File: config.mk
export PLATFORM = sky130hd
export DESIGN_NAME = pwm_ramp_ctrl
export DESIGN_NICKNAME = d
export VERILOG_FILES = /design/src/rtl/pwm_pkg.sv /design/src/rtl/pwm_core.sv /design/src/rtl/pwm_ramp_ctrl.sv
export SDC_FILE = /design/constraint.sdc
export NUM_CORES = 1
export LEC_CHECK = 0
export CORE_MARGIN = 3
export CORE_UTILIZATION = 45
export CTS_CLUSTER_DIAMETER = 200
export DETAILED_ROUTE_END_ITERATION = 8
export GPL_ROUTABILITY_DRIVEN = 0
export SYNTH_ARGS = -nofsm -noshare
export SYNTH_HDL_FRONTEND = slang
export SYNTH_SLANG_ARGS = --single-unit
File: constraint.sdc
create_clock -name clk -period 3.95 [get_ports clk]
set_clock_uncertainty 0.1 [all_clocks]
set_input_delay 0.5925 -clock clk [delete_from_list [all_inputs] [get_ports clk]]
set_output_delay 0.5925 -clock clk [all_outputs]
set_load 0.05 [all_outputs]
File: src/rtl/pwm_pkg.sv
// pwm_pkg -- shared state encoding, default widths and the clamped duty step helper.
// Rev 1.0
`default_nettype none

package pwm_pkg;

    localparam int DEF_CBITS        = 20;
    localparam int DEF_DBITS        = 8;
    localparam int DEF_STEP_PERIODS = 4;

    typedef enum logic [1:0] {
        ST_IDLE  = 2'd0,
        ST_RAMP  = 2'd1,
        ST_HOLD  = 2'd2,
        ST_DRAIN = 2'd3
    } state_e;

    // Wide arithmetic so neither the add nor the subtract can wrap; result never passes goal.
    function automatic logic [31:0] sat_step(input logic [31:0] cur,
                                             input logic [31:0] goal,
                                             input logic [31:0] step);
        logic [31:0] nxt;
        nxt = cur;
        if (cur < goal) begin
            nxt = ((goal - cur) > step) ? (cur + step) : goal;
        end else if (cur > goal) begin
            nxt = ((cur - goal) > step) ? (cur - step) : goal;
        end
        return nxt;
    endfunction

endpackage

`default_nettype wire

File: src/rtl/pwm_core.sv
// pwm_core -- free-running period counter, duty latch at wrap and registered compare.
// Rev 1.0
`default_nettype none

module pwm_core
    import pwm_pkg::*;
#(
    parameter int CBITS = DEF_CBITS,
    parameter int DBITS = DEF_DBITS
) (
    input  logic             clk,
    input  logic             rst,
    input  logic [DBITS-1:0] duty_nxt_i,
    output logic             pwm_o,
    output logic [DBITS-1:0] duty_act_o,
    output logic             period_tick_o
);

    logic [CBITS-1:0] cnt_q;
    logic [DBITS-1:0] duty_act_q;
    logic             pwm_q;
    logic             w_tick;

    assign w_tick = &cnt_q;

    // duty_act only moves on the wrap edge so a pulse in flight is never cut short.
    always_ff @(posedge clk or posedge rst) begin
        if (rst) begin
            cnt_q      <= '0;
            duty_act_q <= '0;
            pwm_q      <= 1'b0;
        end else begin
            cnt_q <= cnt_q + CBITS'(1);
            pwm_q <= (cnt_q[CBITS-1 -: DBITS] < duty_act_q);
            if (w_tick) begin
                duty_act_q <= duty_nxt_i;
            end
        end
    end

    assign pwm_o         = pwm_q;
    assign duty_act_o    = duty_act_q;
    assign period_tick_o = w_tick;

endmodule

`default_nettype wire

File: src/rtl/pwm_ramp_ctrl.sv
// pwm_ramp_ctrl -- fade sequencer: FSM and step timer around pwm_core.
// Rev 1.0 -- optional auto-breathing built when PWM_BREATHE_EN is defined.
`default_nettype none

module pwm_ramp_ctrl
    import pwm_pkg::*;
#(
    parameter int CBITS        = DEF_CBITS,
    parameter int DBITS        = DEF_DBITS,
    parameter int STEP_PERIODS = DEF_STEP_PERIODS
) (
    input  logic             clk,
    input  logic             rst,
    input  logic             start,
    input  logic             stop,
    input  logic [DBITS-1:0] target_duty,
    input  logic [DBITS-1:0] step_size,
    output logic             pwm_out,
    output logic [DBITS-1:0] duty_act,
    output logic             period_tick,
    output logic             busy,
    output logic             done
);

    localparam int             SCW       = (STEP_PERIODS > 1) ? $clog2(STEP_PERIODS) : 1;
    localparam logic [SCW-1:0] STEP_LAST = SCW'(STEP_PERIODS - 1);

    state_e           state_q, state_d;
    logic [DBITS-1:0] goal_q, goal_d;
    logic [DBITS-1:0] step_q, step_d;
    logic [DBITS-1:0] duty_cur_q, duty_cur_d;
    logic [SCW-1:0]   step_cnt_q, step_cnt_d;
    logic             done_q, done_d;
`ifdef PWM_BREATHE_EN
    logic [DBITS-1:0] tgt_q, tgt_d;
    logic             idle_req_q, idle_req_d;
`endif

    logic             w_tick;
    logic             w_busy;
    logic             w_cmd;
    logic             w_timer_en;
    logic             w_period_done;
    logic [DBITS-1:0] w_step_len;

    pwm_core #(
        .CBITS (CBITS),
        .DBITS (DBITS)
    ) u_core (
        .clk           (clk),
        .rst           (rst),
        .duty_nxt_i    (duty_cur_q),
        .pwm_o         (pwm_out),
        .duty_act_o    (duty_act),
        .period_tick_o (w_tick)
    );

    assign w_busy     = (state_q == ST_RAMP) || (state_q == ST_DRAIN);
    assign w_step_len = (step_size == '0) ? DBITS'(1) : step_size;
`ifdef PWM_BREATHE_EN
    assign w_timer_en = w_busy || ((state_q == ST_HOLD) && (goal_q != '0));
`else
    assign w_timer_en = w_busy;
`endif
    assign w_period_done = w_tick && (step_cnt_q == STEP_LAST);

    always_comb begin
        state_d    = state_q;
        goal_d     = goal_q;
        step_d     = step_q;
        duty_cur_d = duty_cur_q;
        step_cnt_d = step_cnt_q;
        done_d     = 1'b0;
        w_cmd      = 1'b0;
`ifdef PWM_BREATHE_EN
        tgt_d      = tgt_q;
        idle_req_d = idle_req_q;
`endif

        if (stop && (state_q != ST_IDLE)) begin
            goal_d  = '0;
            state_d = ST_DRAIN;
            w_cmd   = 1'b1;
`ifdef PWM_BREATHE_EN
            idle_req_d = 1'b1;
`endif
        end else if (start) begin
            goal_d  = target_duty;
            step_d  = w_step_len;
            state_d = ST_RAMP;
            w_cmd   = 1'b1;
`ifdef PWM_BREATHE_EN
            tgt_d      = target_duty;
            idle_req_d = 1'b0;
`endif
        end else begin
            unique case (state_q)
                ST_RAMP: begin
                    if (duty_cur_q == goal_q) begin
                        state_d = ST_HOLD;
                        done_d  = 1'b1;
                    end
                end
                ST_DRAIN: begin
                    if (duty_cur_q == '0) begin
                        done_d = 1'b1;
`ifdef PWM_BREATHE_EN
                        if (!idle_req_q && (tgt_q != '0)) begin
                            state_d = ST_RAMP;
                            goal_d  = tgt_q;
                        end else begin
                            state_d = ST_IDLE;
                        end
`else
                        state_d = ST_IDLE;
`endif
                    end
                end
`ifdef PWM_BREATHE_EN
                ST_HOLD: begin
                    if ((goal_q != '0) && w_period_done) begin
                        state_d = ST_DRAIN;
                        goal_d  = '0;
                    end
                end
`endif
                default: ;
            endcase
        end

        // Any accepted command or state change restarts the period count.
        if (w_cmd || (state_d != state_q)) begin
            step_cnt_d = '0;
        end else if (w_timer_en && w_tick) begin
            if (step_cnt_q == STEP_LAST) begin
                step_cnt_d = '0;
                if (w_busy) begin
                    duty_cur_d = DBITS'(sat_step(32'(duty_cur_q), 32'(goal_q), 32'(step_q)));
                end
            end else begin
                step_cnt_d = step_cnt_q + SCW'(1);
            end
        end
    end

    always_ff @(posedge clk or posedge rst) begin
        if (rst) begin
            state_q    <= ST_IDLE;
            goal_q     <= '0;
            step_q     <= '0;
            duty_cur_q <= '0;
            step_cnt_q <= '0;
            done_q     <= 1'b0;
`ifdef PWM_BREATHE_EN
            tgt_q      <= '0;
            idle_req_q <= 1'b0;
`endif
        end else begin
            state_q    <= state_d;
            goal_q     <= goal_d;
            step_q     <= step_d;
            duty_cur_q <= duty_cur_d;
            step_cnt_q <= step_cnt_d;
            done_q     <= done_d;
`ifdef PWM_BREATHE_EN
            tgt_q      <= tgt_d;
            idle_req_q <= idle_req_d;
`endif
        end
    end

    assign period_tick = w_tick;
    assign busy        = w_busy;
    assign done        = done_q;

endmodule

`default_nettype wire

Figure 1. Metal layers overlaid.
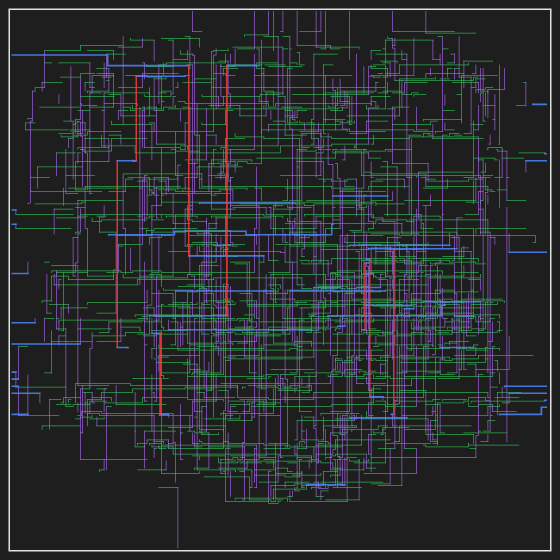
layer	color	wire length
M3	blue	435 um
M2	purple	4810 um
M1	green	5300 um
M4	red	224 um

Figure 2. Metal 1.
Supply wires on this layer in gray.
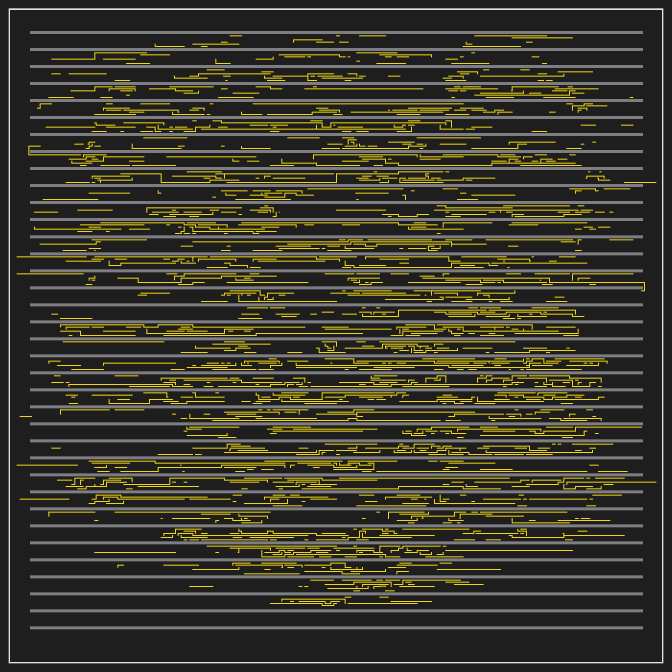
main direction	horizontal
share of all routed wire	49%
wire length on this layer	5300 um
nets with wire on the layer	519
longest straight run	33.6 um

Figure 3. Placement by cell class.
Bar = 20 um. Fill, decap, tap and diode cells in gray.
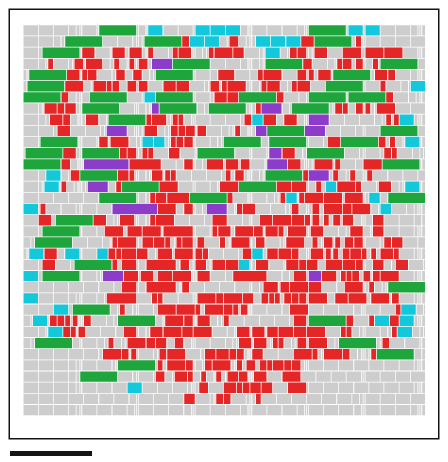
class	color	cells
remaining logic cells	red	387
registers	green	58
remaining buffers and delay cells	cyan	42
clock drivers and dummy loads	purple	16

==> changes_impl.md <==
### Physical design

- Synthesis area per yosys: between 4000 and 5000 um^2
- Setup ws final: 0.264 ns
- Leakage: around 0.0023 uW
- CTS max path bufs: 2
- Layout Cells excl Fill: between 600 and 700
- CTS buffer count: 9
- Die H: 104 um
- Core Box Area: between 9000 and 10000 um^2
- Layout area overhead: 16.4%
- Area of the mapped netlist: around 4300 um^2
- Gr usage total: 20.4%
- CP max stage cell: dfrtp_1
- Combinational power share: between 20% and 30%
- Final hold viol count: 0
- Final Cell Area: approximately 5100 um^2
- WP buf/inv: 3
- Worst path max stage delay: roughly 0.44 ns
- Main area contributors: dfrtp_1 (33%), ha_1 (16%), xnor2_1 (6.5%)
- Final Hold Slack: ~0.38 ns
- Row count: 35
- Synth Warn #: 0
- Syn Nets: 543
- CTS sink count: a little under 60
- Antenna Cells: 0
- Final TNS setup: 0 ns
- Vias per inst: about 5.5
- Total power: ~1700 uW
- Setup WS pre-CTS: about 0.12 ns
- Sequential power share: 37.4%
- Registers, synthesis: slightly below 60
- DR pass1 iterations: 4
- Filler cells: 831
- Layout cells sized above 1: 9.15%
- Initial antenna violation count: 0
- Critical setup path kind: reg -> reg
- CP Capture Type: flip-flop
- Crit path DAT: roughly 3.8 ns
- Die area: around 11000 um^2
- Routed via count: ~3.5k
- Post-CTS Setup Bufs: 0
- Synthesized instance count: about 470
- Pwr dens: 330 nW/um^2
- Peak VDD IR: 260 uV
- Routed wire length: about 11000 um
- Fmax: around 0.27 GHz
- Pint: about 1200 uW
- Synth top cell by count: dfrtp_1
- Cell taking the most area after synthesis: dfrtp_1
- EDFF count, synth: 0
- Commonest cells post-synth: dfrtp_1 (58), ha_1 (54), inv_1 (44), nand2_1 (34), xnor2_1 (32)
- Final ANT Viol Nets: 0
- Fp_density: a little under half
- Least-Margin Pin Slew: about 0.90 ns
- Max-slew violation count: 0
- Post-cts resize count: 0
- Max FO, Critical Path: 5
- # placed instances: around 620
- Dpl hpwl: 8400 um
- Top delay family on crit path: AND-OR/OR-AND gates
- Final min period: around 3.7 ns
- TritonCTS clock tree: yes
- Area post-placement: 4800 um^2
- Gr ovfl total: 0
- Largest net degree at the start of global routing: 25
- First-pass GRT wire length: about 18000 um
- Crit path DRT: roughly 4.1 ns
- Hold buffer count at cts: 0
- Synth unique cells: 60
- Die width: 104 um
- Sequential fraction of the synthesis area: around 33%
- Max Cap Viol: 0
- H-tree depth: 3
- Switching Fraction: about 30%
- Crit path cell chain: inv_1 > ha_1 > inv_1 > fa_1 > a21o_1 > a21oi_2 > o21bai_1 > a21oi_1 > xnor2_1 > ha_1 > nand4_1 > nor2_1 > o311a_1 > buf_4 > mux2i_4 > nor2_1 > o31ai_2
- Fin crit share: a little over 90%
- IO Count: 32
- Iteration-0 DRC Markers: between 100 and 150
- Root Driver: clkbuf_8
- Outcome: completed
- Number of OpenROAD warnings: 41
- Max-Slew Margin vs Limit: ~40%
- Late-Pin Clk Latency: ~0.34 ns
- Cells in synth_stat.txt: 465
- I/O Buffers: 31
- Worst Hold Class: reg -> reg
- Top FF cell, synth: dfrtp_1
Figure 4. Placed standard cells.
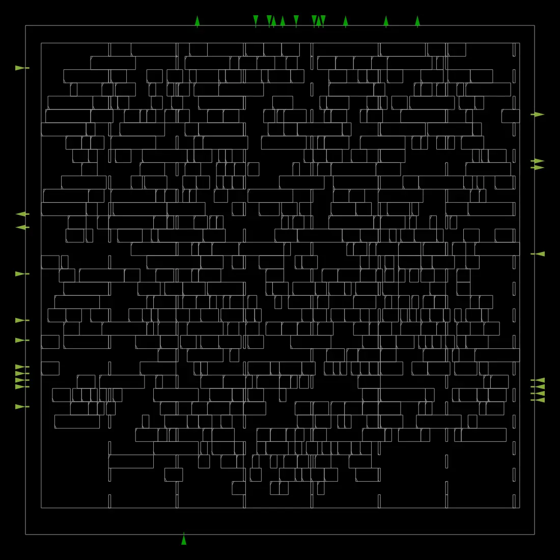
flop count: 58
# Taps: 129
post-layout util: 54.2%

Figure 5. Signal metal coverage by tile.
21 x 21 tiles, from black (low) to pale yellow (high), scaled to the fullest tile. Values are wire area over tile area, all layers added.
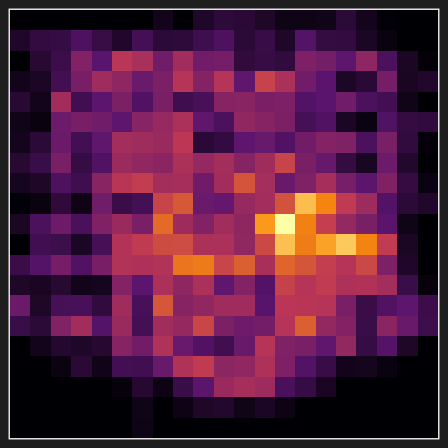
emptiest ninth of the die	lower left
nearly empty tiles	17%
tiles over half the peak	8.8%
fullest tile	0.64

==> final timing paths <==
kind,from,to,slack [ns],depth (start not counted)
max in group asynchronous,rst,goal_q[7],2.60,3
setup reg to reg,duty_cur_q[0],duty_cur_q[5],0.26,17
setup / recovery,duty_cur_q[0],duty_cur_q[5],0.26,17
min in group asynchronous,rst,goal_q[1],0.49,2
hold / removal,u_core.cnt_q[5],u_core.cnt_q[5],0.38,1
hold reg to reg,u_core.cnt_q[5],u_core.cnt_q[5],0.38,1
==> flip-flops by register name, indices dropped and copies added, names as in the netlist <==
name	flops
done	1
state_q	2
duty_cur_q	8
u_core.duty_act_o	8
u_core.cnt_q	20
step_q	8
goal_q	8
u_core.pwm_o	1
step_cnt_q	2
==> power by group through the flow <==
stage	Sequential (uW)	Clock [uW]	Combinational, uW
global route	627	671	461
CTS	625	646	400
floorplan	632	0	286
finish	625	631	414
detailed placement	637	0	397
global placement	636	0	393
==> routing by layer <==
layer / vias up / wire length, um / GRT usage, %
li1: 1694 / - / -
met1: 1665 / 5300 / 29.1
met2: 76 / 4810 / 31.4
met3: 18 / 435 / 3.72
met4: 0 / 224 / 6.65
met5: - / 0 / 0
==> logic make-up (layout without fill, tap and decap cells) <==
group	Yosys count	count (layout)	synth area share, %
AND-OR/OR-AND	109	109	17.2
AND/OR/NAND/NOR	122	122	14.8
flip-flops	58	58	33.4
adder cells (fa/ha/maj)	58	58	17.4
XOR/XNOR	41	41	8.27
multiplexers	13	13	3.03
buffers and inverters	64	102	5.91
==> layout make-up <==
cell class / instances / area, um^2 / area share [%]
clock buffer: 10 / 138 / 2.72
sequential: 58 / 1450 / 28.7
multi-input combinational: 343 / 2660 / 52.5
timing repair buffer: 42 / 393 / 7.77
clock inverter: 6 / 90.1 / 1.78
tap: 129 / 161 / 3.19
inverter: 44 / 165 / 3.27
Power and IR drop assume default switching activity.
